`config.mk`:
```
export PLATFORM = sky130hd
export DESIGN_NAME = alu_arbiter
export DESIGN_NICKNAME = d
export VERILOG_FILES = /design/src/rtl/alu_arbiter.sv
export SDC_FILE = /design/constraint.sdc
export NUM_CORES = 1
export LEC_CHECK = 0
export ABC_AREA = 1
export CAP_MARGIN = 15
export CORE_MARGIN = 8
export CORE_UTILIZATION = 40
export CTS_CLUSTER_DIAMETER = 100
export DETAILED_ROUTE_END_ITERATION = 16
export PLACE_DENSITY = 0.66
export SLEW_MARGIN = 20
export SYNTH_ARGS = -nofsm -noshare
export SYNTH_HDL_FRONTEND = slang
export SYNTH_SLANG_ARGS = --single-unit
```
`constraint.sdc`:
```
create_clock -name clk -period 2.8 [get_ports clk]
set_clock_uncertainty 0.1 [all_clocks]
set_input_delay 0.56 -clock clk [delete_from_list [all_inputs] [get_ports clk]]
set_output_delay 0.56 -clock clk [all_outputs]
set_load 0.005 [all_outputs]
```
`src/rtl/alu_arbiter.sv`:
```
// Two-requester round-robin front end sharing one 4-bit ALU.
// Results come back registered, tagged with the requester id, on a response channel that supports backpressure.
module alu_arbiter #(
   parameter int CNT_W = 8
) (
   input  logic             clk,
   input  logic             rst,
   input  logic             req0_valid,
   output logic             req0_ready,
   input  logic [2:0]       req0_op,
   input  logic [3:0]       req0_a,
   input  logic [3:0]       req0_b,
   input  logic             req1_valid,
   output logic             req1_ready,
   input  logic [2:0]       req1_op,
   input  logic [3:0]       req1_a,
   input  logic [3:0]       req1_b,
   output logic             rsp_valid,
   input  logic             rsp_ready,
   output logic             rsp_id,
   output logic [3:0]       rsp_res,
   output logic             rsp_car,
   output logic             rsp_of,
   output logic [CNT_W-1:0] gnt_cnt0,
   output logic [CNT_W-1:0] gnt_cnt1,
   output logic [1:0]       dbg_state
);

   localparam logic [1:0] IDLE = 2'd0;
   localparam logic [1:0] EXEC = 2'd1;
   localparam logic [1:0] RESP = 2'd2;

   logic [1:0] state;
   logic       last_gnt;
   logic       pick1;
   logic       grant;
   logic [2:0] op_q;
   logic [3:0] a_q;
   logic [3:0] b_q;
   logic       id_q;
   logic [4:0] sum;
   logic [4:0] diff;
   logic [3:0] alu_res;
   logic       alu_car;
   logic       alu_of;

   // Handshakes: a transfer happens on a rising edge where valid && ready;
   // a requester holds valid and operands stable until it sees ready, and
   // rsp_* stay frozen while rsp_valid is high and rsp_ready is low.
   assign pick1      = req1_valid && (!req0_valid || !last_gnt);
   assign grant      = (state == IDLE) && !rst;
   assign req0_ready = grant && req0_valid && !pick1;
   assign req1_ready = grant && pick1;
   assign dbg_state  = state;

   always_comb begin
      sum     = {1'b0, a_q} + {1'b0, b_q};
      diff    = {1'b0, a_q} + {1'b0, ~b_q} + 5'd1;
      alu_res = 4'h0;
      alu_car = 1'b0;
      alu_of  = 1'b0;
      case (op_q)
         3'b000: begin
            alu_res = sum[3:0];
            alu_car = sum[4];
            alu_of  = (a_q[3] == b_q[3]) && (sum[3] != a_q[3]);
         end
         3'b001: begin
            alu_res = diff[3:0];
            alu_car = diff[4];
            alu_of  = (a_q[3] != b_q[3]) && (diff[3] != a_q[3]);
         end
         3'b010:  alu_res = ~a_q;
         3'b011:  alu_res = a_q & b_q;
         3'b100:  alu_res = a_q | b_q;
         3'b101:  alu_res = a_q ^ b_q;
         3'b110:  alu_res = ($signed(a_q) < $signed(b_q)) ? 4'b0001 : 4'b0000;
         default: alu_res = (a_q == b_q) ? 4'b0001 : 4'b0000;
      endcase
   end

   always_ff @(posedge clk) begin
      if (rst) begin
         state     <= IDLE;
         last_gnt  <= 1'b1;
         op_q      <= 3'd0;
         a_q       <= 4'd0;
         b_q       <= 4'd0;
         id_q      <= 1'b0;
         rsp_valid <= 1'b0;
         rsp_id    <= 1'b0;
         rsp_res   <= 4'd0;
         rsp_car   <= 1'b0;
         rsp_of    <= 1'b0;
         gnt_cnt0  <= '0;
         gnt_cnt1  <= '0;
      end else begin
         case (state)
            IDLE: begin
               if (req0_valid || req1_valid) begin
                  op_q     <= pick1 ? req1_op : req0_op;
                  a_q      <= pick1 ? req1_a : req0_a;
                  b_q      <= pick1 ? req1_b : req0_b;
                  id_q     <= pick1;
                  last_gnt <= pick1;
                  // Counters stick at all-ones rather than wrapping.
                  if (pick1) begin
                     if (gnt_cnt1 != '1) gnt_cnt1 <= gnt_cnt1 + CNT_W'(1);
                  end else begin
                     if (gnt_cnt0 != '1) gnt_cnt0 <= gnt_cnt0 + CNT_W'(1);
                  end
                  state <= EXEC;
               end
            end
            EXEC: begin
               rsp_res   <= alu_res;
               rsp_car   <= alu_car;
               rsp_of    <= alu_of;
               rsp_id    <= id_q;
               rsp_valid <= 1'b1;
               state     <= RESP;
            end
            RESP: begin
               if (rsp_ready) begin
                  rsp_valid <= 1'b0;
                  state     <= IDLE;
               end
            end
            default: state <= IDLE;
         endcase
      end
   end

endmodule

```
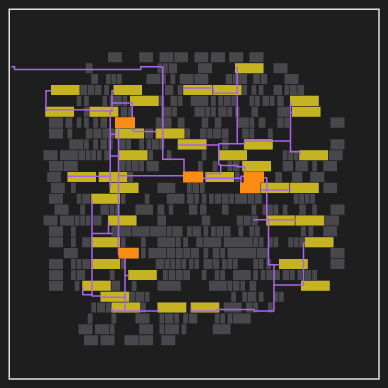
(routed clock nets over the placement)
(4 px per µm)
clock wires: marked purple, length 503 µm. clock-net drivers: marked orange, count 5. flip-flops: marked yellow, count 39.
There are 6 routed clock nets.

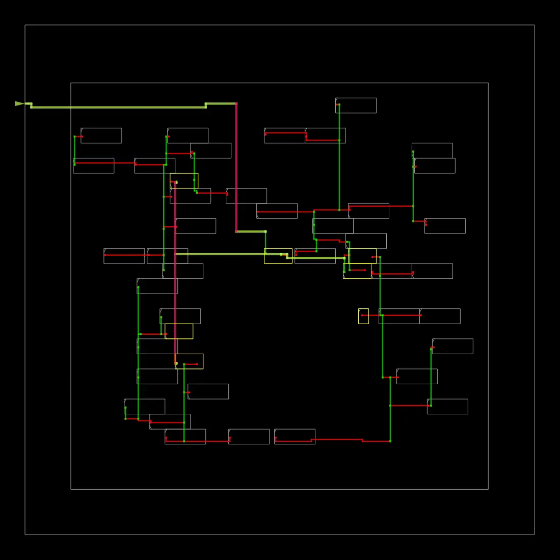
(clock routing)
Clock net power: 0.380 mW
flip-flops: 39
clock buf count: 6
CTS sink cnt: 39
worst skew pair latency: 280 ps

==> Changelog: implementation <==
### Changed

- DRC violations left: 0
- Comb. pwr: 0.395 mW
- Critical path endpoint: req0_ready
- Critical Setup Path Class: in -> out
- Count of library flops with an enable pin: 0
- Routed len/inst: between 10 and 15 µm
- Post-Route WL: 5.807 mm
- Clk slew on worst S/H paths: 70 ps
- Final Setup Violations: 0
- DR vias/cell: around 5
- Maximum vdd drop: 297.6 µV
- Ys async rst share: 0
- Worst Path Arrival: just over 2000 ps
- Internal Power: between 0.9 and 1 mW
- FF+latch area: 780.7 µm²
- Crit path launch: req0_valid
- Mi-comb count: roughly 250
- Aoi share: 0.1265
- Vias after detailed routing: 2293
- Instance count on the critical path: 6
- CTS Hold Bufs: 0
- Status: complete, no violations
- Clk Tree Root Cell: clkbuf_8
- Post-Syn Nets: approximately 380
- Post-synth regs: 39
- Non-Filler Instances: approximately 470
- Post-synth top area cell: dfxtp_1
- Worst hold path depth: 2
- Slowest-stage cell, CP: clkdlybuf4s50_1
- Gr busiest metal: met2
- Global Route met3 Usage: 0.03667
- Fmax: 370.0 MHz
- Area leader share: 0.3373
- Share of cells above drive strength 1: 0.05316
- Top routing layer in use: met4
- Reg2reg setup slack: 860 ps
- Mean Syn Cell Area: 6.788 µm²
- Mux area share: 0
- Hold wc startpoint: rsp_res[2]
- Cell Area, Synth: ~2300 µm²
- Buffer share of cell area: 0.1876
- Routed Antenna Nets: 0
- End of the worst register-to-register path: rsp_car
- Slew headroom: 0.6047
- Synth Area in Adders: 0.09297
- Synth top cells by count: nand2_1 (91), inv_1 (43), dfxtp_1 (39), nor2_1 (33), nand3_1 (24)
- Die area: 8477 µm²
- Crit-path max FO: 3
- Worst hold slack: 367.1 ps
- GRT Total Usage: 0.1398
- Port Buffers: around 54
- Hold crit path type: reg -> reg
- Distinct lib cells: 34
- Clock Power Share: 0.269
- FP Core Util: 0.4178
- Rows: 27
- Grt met1 use: 0.1866
- DP Cell Count: around 460
- Hold EP: rsp_res[2]
- Gate Area: 1306 µm²
- Tmin final: 2703 ps
- Tally of OpenROAD warnings: 34
- Pwr Density: 470.7 nW/µm²
- Max stage delay on crit path: 560 ps
- # diodes: 0
- DRT iter0 DRCs: 172
- Top class by area: multi-input combinational cells
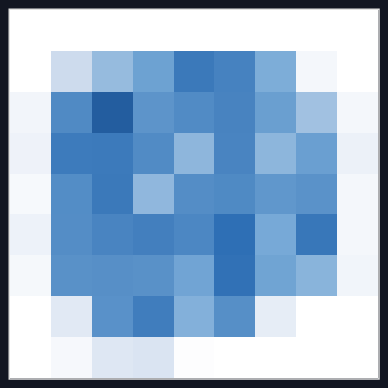
(placement density heat map)
(4 px per µm) The die is cut into 9 by 9 equal tiles; white is low, dark blue is high, 0 to 100% covered.
The emptiest ninth of the die: south-east. 25% of the tiles are nearly empty. 1.2% of the tiles are over 75% full. The fullest tile reaches 82%.

No activity file was given, so power comes from the tool's default toggle rates.
